## config.mk

```make
export PLATFORM = sky130hd
export DESIGN_NAME = reservation_station
export DESIGN_NICKNAME = d
export VERILOG_FILES = /design/src/rtl/reservation_station.sv
export SDC_FILE = /design/constraint.sdc
export NUM_CORES = 2
export LEC_CHECK = 0
export CORE_MARGIN = 2
export CORE_UTILIZATION = 25
export DETAILED_ROUTE_END_ITERATION = 10
export MAX_ROUTING_LAYER = met4
export PLACE_DENSITY_LB_ADDON = 0.15
export REMOVE_ABC_BUFFERS = 1
export SYNTH_ARGS = -nofsm -noshare
export SYNTH_HDL_FRONTEND = slang
export SYNTH_SLANG_ARGS = --single-unit
export TNS_END_PERCENT = 50
```

## constraint.sdc

```tcl
create_clock -name clk -period 86.7 [get_ports clk]
set_clock_uncertainty 0.05 [all_clocks]
set_input_delay 13.005 -clock clk [delete_from_list [all_inputs] [get_ports clk]]
set_output_delay 13.005 -clock clk [all_outputs]
set_load 0.05 [all_outputs]
```

## src/rtl/reservation_station.sv

```systemverilog
// Reservation station: holds dispatched ALU instructions until both operands arrive on the ALU/LSB CDBs
// and issues one ready entry per cycle. Define RS_ISSUE_OLDEST_EN for oldest-first issue (default: lowest index).
module reservation_station #(
    parameter int RS_SIZE   = 8,
    parameter int ROB_TAG_W = 4,
    parameter int INST_W    = 6
) (
    input  logic                 clk,
    input  logic                 rst,
    input  logic                 clear_in,
    input  logic                 new_inst_signal_in,
    input  logic [INST_W-1:0]    inst_in,
    input  logic [31:0]          imm_in,
    input  logic [31:0]          pc_in,
    input  logic [ROB_TAG_W-1:0] dest_in,
    input  logic                 rs1_busy_in,
    input  logic [ROB_TAG_W-1:0] rs1_tag_in,
    input  logic [31:0]          rs1_val_in,
    input  logic                 rs2_busy_in,
    input  logic [ROB_TAG_W-1:0] rs2_tag_in,
    input  logic [31:0]          rs2_val_in,
    input  logic                 alu_cdb_valid_in,
    input  logic [ROB_TAG_W-1:0] alu_cdb_tag_in,
    input  logic [31:0]          alu_cdb_val_in,
    input  logic                 lsb_cdb_valid_in,
    input  logic [ROB_TAG_W-1:0] lsb_cdb_tag_in,
    input  logic [31:0]          lsb_cdb_val_in,
    output logic                 full_out,
    output logic                 alu_valid_out,
    output logic [INST_W-1:0]    alu_inst_out,
    output logic [31:0]          alu_v1_out,
    output logic [31:0]          alu_v2_out,
    output logic [31:0]          alu_imm_out,
    output logic [31:0]          alu_pc_out,
    output logic [ROB_TAG_W-1:0] alu_dest_out
);

    localparam int IDX_W = $clog2(RS_SIZE);
`ifdef RS_ISSUE_OLDEST_EN
    localparam int AGE_W = $clog2(RS_SIZE) + 1;
`endif

    // Returns {still_pending, value}; ALU bus wins if both buses carry the awaited tag.
    function automatic logic [32:0] snoop(input logic pend, input logic [ROB_TAG_W-1:0] tag,
                                          input logic [31:0] val);
        logic [32:0] r;
        r = {pend, val};
        if (pend) begin
            if (alu_cdb_valid_in && alu_cdb_tag_in == tag)
                r = {1'b0, alu_cdb_val_in};
            else if (lsb_cdb_valid_in && lsb_cdb_tag_in == tag)
                r = {1'b0, lsb_cdb_val_in};
        end
        return r;
    endfunction

    logic [RS_SIZE-1:0]   busy_w;
    logic [RS_SIZE-1:0]   ready_w;
    logic [INST_W-1:0]    inst_w [RS_SIZE];
    logic [31:0]          imm_w  [RS_SIZE];
    logic [31:0]          pc_w   [RS_SIZE];
    logic [ROB_TAG_W-1:0] dest_w [RS_SIZE];
    logic [31:0]          vj_w   [RS_SIZE];
    logic [31:0]          vk_w   [RS_SIZE];
`ifdef RS_ISSUE_OLDEST_EN
    logic [AGE_W-1:0]     age_w  [RS_SIZE];
`endif

    logic             dispatch_en;
    logic [IDX_W-1:0] free_idx;
    logic             disp_j_pend;
    logic             disp_k_pend;
    logic [31:0]      disp_vj;
    logic [31:0]      disp_vk;
    logic             issue_found;
    logic [IDX_W-1:0] issue_idx;

    assign full_out    = &busy_w;
    assign dispatch_en = new_inst_signal_in && !full_out && !clear_in;

    always_comb begin
        {disp_j_pend, disp_vj} = snoop(rs1_busy_in, rs1_tag_in, rs1_val_in);
        {disp_k_pend, disp_vk} = snoop(rs2_busy_in, rs2_tag_in, rs2_val_in);
    end

    always_comb begin
        free_idx = '0;
        for (int i = RS_SIZE - 1; i >= 0; i--) begin
            if (!busy_w[i])
                free_idx = IDX_W'(i);
        end
    end

`ifdef RS_ISSUE_OLDEST_EN
    logic [AGE_W-1:0] best_age;

    // Strict greater-than keeps the lowest index on equal ages.
    always_comb begin
        issue_found = 1'b0;
        issue_idx   = '0;
        best_age    = '0;
        for (int i = 0; i < RS_SIZE; i++) begin
            if (ready_w[i] && (!issue_found || age_w[i] > best_age)) begin
                issue_found = 1'b1;
                issue_idx   = IDX_W'(i);
                best_age    = age_w[i];
            end
        end
    end
`else
    always_comb begin
        issue_found = |ready_w;
        issue_idx   = '0;
        for (int i = RS_SIZE - 1; i >= 0; i--) begin
            if (ready_w[i])
                issue_idx = IDX_W'(i);
        end
    end
`endif

    for (genvar gi = 0; gi < RS_SIZE; gi++) begin : g_entry
        logic                 busy_q, busy_d;
        logic [INST_W-1:0]    inst_q, inst_d;
        logic [31:0]          imm_q, imm_d;
        logic [31:0]          pc_q, pc_d;
        logic [ROB_TAG_W-1:0] dest_q, dest_d;
        logic [31:0]          vj_q, vj_d;
        logic [31:0]          vk_q, vk_d;
        logic [ROB_TAG_W-1:0] qj_q, qj_d;
        logic [ROB_TAG_W-1:0] qk_q, qk_d;
        logic                 qj_pend_q, qj_pend_d;
        logic                 qk_pend_q, qk_pend_d;
        logic                 alloc;
        logic                 issue_me;
        logic [32:0]          wake_j;
        logic [32:0]          wake_k;

        assign alloc    = dispatch_en && free_idx == IDX_W'(gi);
        assign issue_me = issue_found && issue_idx == IDX_W'(gi);
        assign wake_j   = snoop(qj_pend_q, qj_q, vj_q);
        assign wake_k   = snoop(qk_pend_q, qk_q, vk_q);

        always_comb begin
            busy_d    = busy_q;
            inst_d    = inst_q;
            imm_d     = imm_q;
            pc_d      = pc_q;
            dest_d    = dest_q;
            vj_d      = vj_q;
            vk_d      = vk_q;
            qj_d      = qj_q;
            qk_d      = qk_q;
            qj_pend_d = qj_pend_q;
            qk_pend_d = qk_pend_q;
            if (clear_in) begin
                busy_d = 1'b0;
            end else if (alloc) begin
                busy_d    = 1'b1;
                inst_d    = inst_in;
                imm_d     = imm_in;
                pc_d      = pc_in;
                dest_d    = dest_in;
                qj_d      = rs1_tag_in;
                qk_d      = rs2_tag_in;
                qj_pend_d = disp_j_pend;
                qk_pend_d = disp_k_pend;
                vj_d      = disp_vj;
                vk_d      = disp_vk;
            end else if (busy_q) begin
                if (issue_me) begin
                    busy_d = 1'b0;
                end else begin
                    {qj_pend_d, vj_d} = wake_j;
                    {qk_pend_d, vk_d} = wake_k;
                end
            end
        end

        always_ff @(posedge clk or posedge rst) begin
            if (rst) begin
                busy_q    <= 1'b0;
                inst_q    <= '0;
                imm_q     <= '0;
                pc_q      <= '0;
                dest_q    <= '0;
                vj_q      <= '0;
                vk_q      <= '0;
                qj_q      <= '0;
                qk_q      <= '0;
                qj_pend_q <= 1'b0;
                qk_pend_q <= 1'b0;
            end else begin
                busy_q    <= busy_d;
                inst_q    <= inst_d;
                imm_q     <= imm_d;
                pc_q      <= pc_d;
                dest_q    <= dest_d;
                vj_q      <= vj_d;
                vk_q      <= vk_d;
                qj_q      <= qj_d;
                qk_q      <= qk_d;
                qj_pend_q <= qj_pend_d;
                qk_pend_q <= qk_pend_d;
            end
        end

`ifdef RS_ISSUE_OLDEST_EN
        logic [AGE_W-1:0] age_q, age_d;

        always_comb begin
            age_d = age_q;
            if (alloc)
                age_d = '0;
            else if (busy_q && !issue_me && age_q != {AGE_W{1'b1}})
                age_d = age_q + 1'b1;
        end

        always_ff @(posedge clk or posedge rst) begin
            if (rst)
                age_q <= '0;
            else
                age_q <= age_d;
        end

        assign age_w[gi] = age_q;
`endif

        assign busy_w[gi]  = busy_q;
        assign ready_w[gi] = busy_q && !qj_pend_q && !qk_pend_q;
        assign inst_w[gi]  = inst_q;
        assign imm_w[gi]   = imm_q;
        assign pc_w[gi]    = pc_q;
        assign dest_w[gi]  = dest_q;
        assign vj_w[gi]    = vj_q;
        assign vk_w[gi]    = vk_q;
    end

    logic                 alu_valid_q, alu_valid_d;
    logic [INST_W-1:0]    alu_inst_q, alu_inst_d;
    logic [31:0]          alu_v1_q, alu_v1_d;
    logic [31:0]          alu_v2_q, alu_v2_d;
    logic [31:0]          alu_imm_q, alu_imm_d;
    logic [31:0]          alu_pc_q, alu_pc_d;
    logic [ROB_TAG_W-1:0] alu_dest_q, alu_dest_d;

    // Data outputs hold between issues; only the strobe drops.
    always_comb begin
        alu_valid_d = 1'b0;
        alu_inst_d  = alu_inst_q;
        alu_v1_d    = alu_v1_q;
        alu_v2_d    = alu_v2_q;
        alu_imm_d   = alu_imm_q;
        alu_pc_d    = alu_pc_q;
        alu_dest_d  = alu_dest_q;
        if (!clear_in && issue_found) begin
            alu_valid_d = 1'b1;
            alu_inst_d  = inst_w[issue_idx];
            alu_v1_d    = vj_w[issue_idx];
            alu_v2_d    = vk_w[issue_idx];
            alu_imm_d   = imm_w[issue_idx];
            alu_pc_d    = pc_w[issue_idx];
            alu_dest_d  = dest_w[issue_idx];
        end
    end

    always_ff @(posedge clk or posedge rst) begin
        if (rst) begin
            alu_valid_q <= 1'b0;
            alu_inst_q  <= '0;
            alu_v1_q    <= '0;
            alu_v2_q    <= '0;
            alu_imm_q   <= '0;
            alu_pc_q    <= '0;
            alu_dest_q  <= '0;
        end else begin
            alu_valid_q <= alu_valid_d;
            alu_inst_q  <= alu_inst_d;
            alu_v1_q    <= alu_v1_d;
            alu_v2_q    <= alu_v2_d;
            alu_imm_q   <= alu_imm_d;
            alu_pc_q    <= alu_pc_d;
            alu_dest_q  <= alu_dest_d;
        end
    end

    assign alu_valid_out = alu_valid_q;
    assign alu_inst_out  = alu_inst_q;
    assign alu_v1_out    = alu_v1_q;
    assign alu_v2_out    = alu_v2_q;
    assign alu_imm_out   = alu_imm_q;
    assign alu_pc_out    = alu_pc_q;
    assign alu_dest_out  = alu_dest_q;

endmodule
```

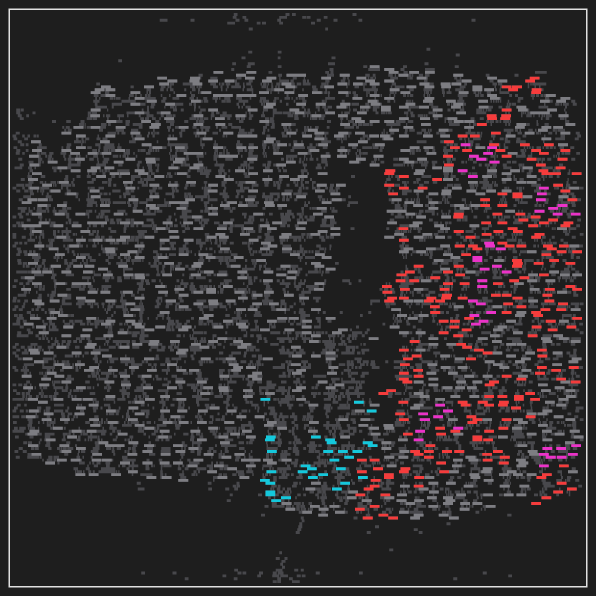
Figure 1: register map, names as in the netlist.
Other sequential cells in the stronger gray, the rest of the logic in the fainter gray.
| name in the netlist | color | flops |
|---|---|---|
| `g_entry.qj_q` | cyan | 32 |
| `g_entry.inst_q` | magenta | 48 |
| `g_entry.pc_q` | red | 256 |
not colored: 995

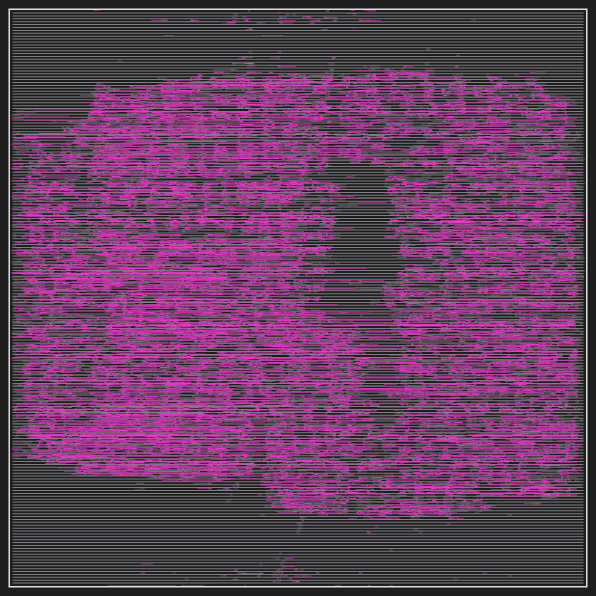
Figure 2: met1 routing.
Supply wires on this layer in gray.
longest straight run: 108 µm
share of all routed wire: 44%

==> flow_summary.ini <==
; synthesis and place-and-route metrics
[setup_path]
crit_end = g_entry[5].vj_q[19]$_DFFE_PP0P_
path_max_fanout = 125

[synthesis]
syn_avg_cell_area_um2 = 8.88
synthAdderAreaFrac = 0
ys_sh_mux = 0.116
ys_sh_xor = 0.0142
async_flop_share = 1.00
synthTopCellsByArea = dfrtp_1 46%, nand2_1 13%, mux2i_1 7.4%
synthTopLogicFamily = simple AND/OR/NAND/NOR gates

[clock_network]
cts.sink_count = 1331
path_clk_slew_ns = 0.06
clk_path_buf_depth = 4

[cells_and_area]
largest_class = combinational gates
seq_share = 0.393
antenna_cells = 24

[power]
combPwrFrac = 0.224
clockPowerShare = 0.377
powerSeq_w = 0.000765

[floorplan]
rows = 197
die_h_um = 541
n_tap_cell = 3781

[flow_run]
openroad.warnings = 53

[global_route]
grt-ovfl-total = 0

[run_status]
status = complete, no violations

[final_timing]
fin_crit_sh = 0.199

[routing]
drt-wirelength-per-cell_um = 28.3
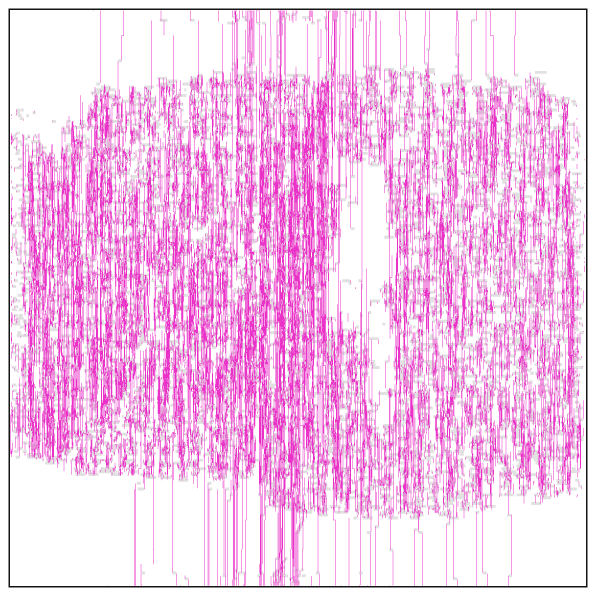
Figure 3: signal wires on met2.
nets with wire on the layer: 6236
wire length on this layer: 153 mm
main direction: vertical

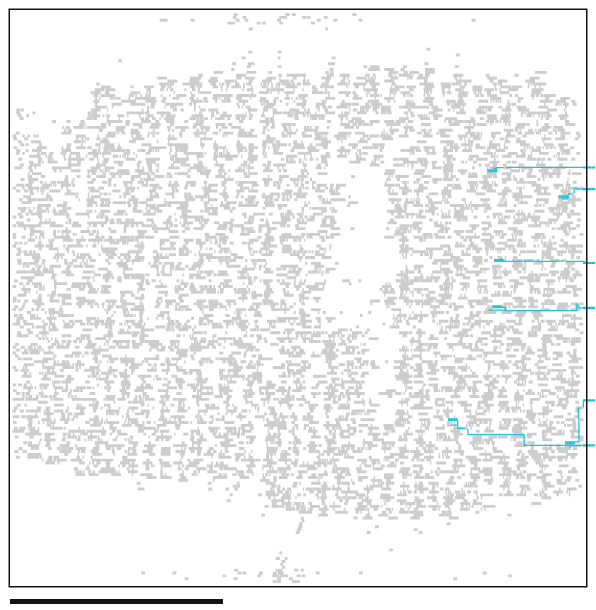
Figure 4: port wiring.
The bar under the picture is 200 µm long.
| port | color | bits | direction | edge | end cells | wire |
|---|---|---|---|---|---|---|
| `alu_inst_out` | cyan | 6 | output | east | 6 | 504 µm |

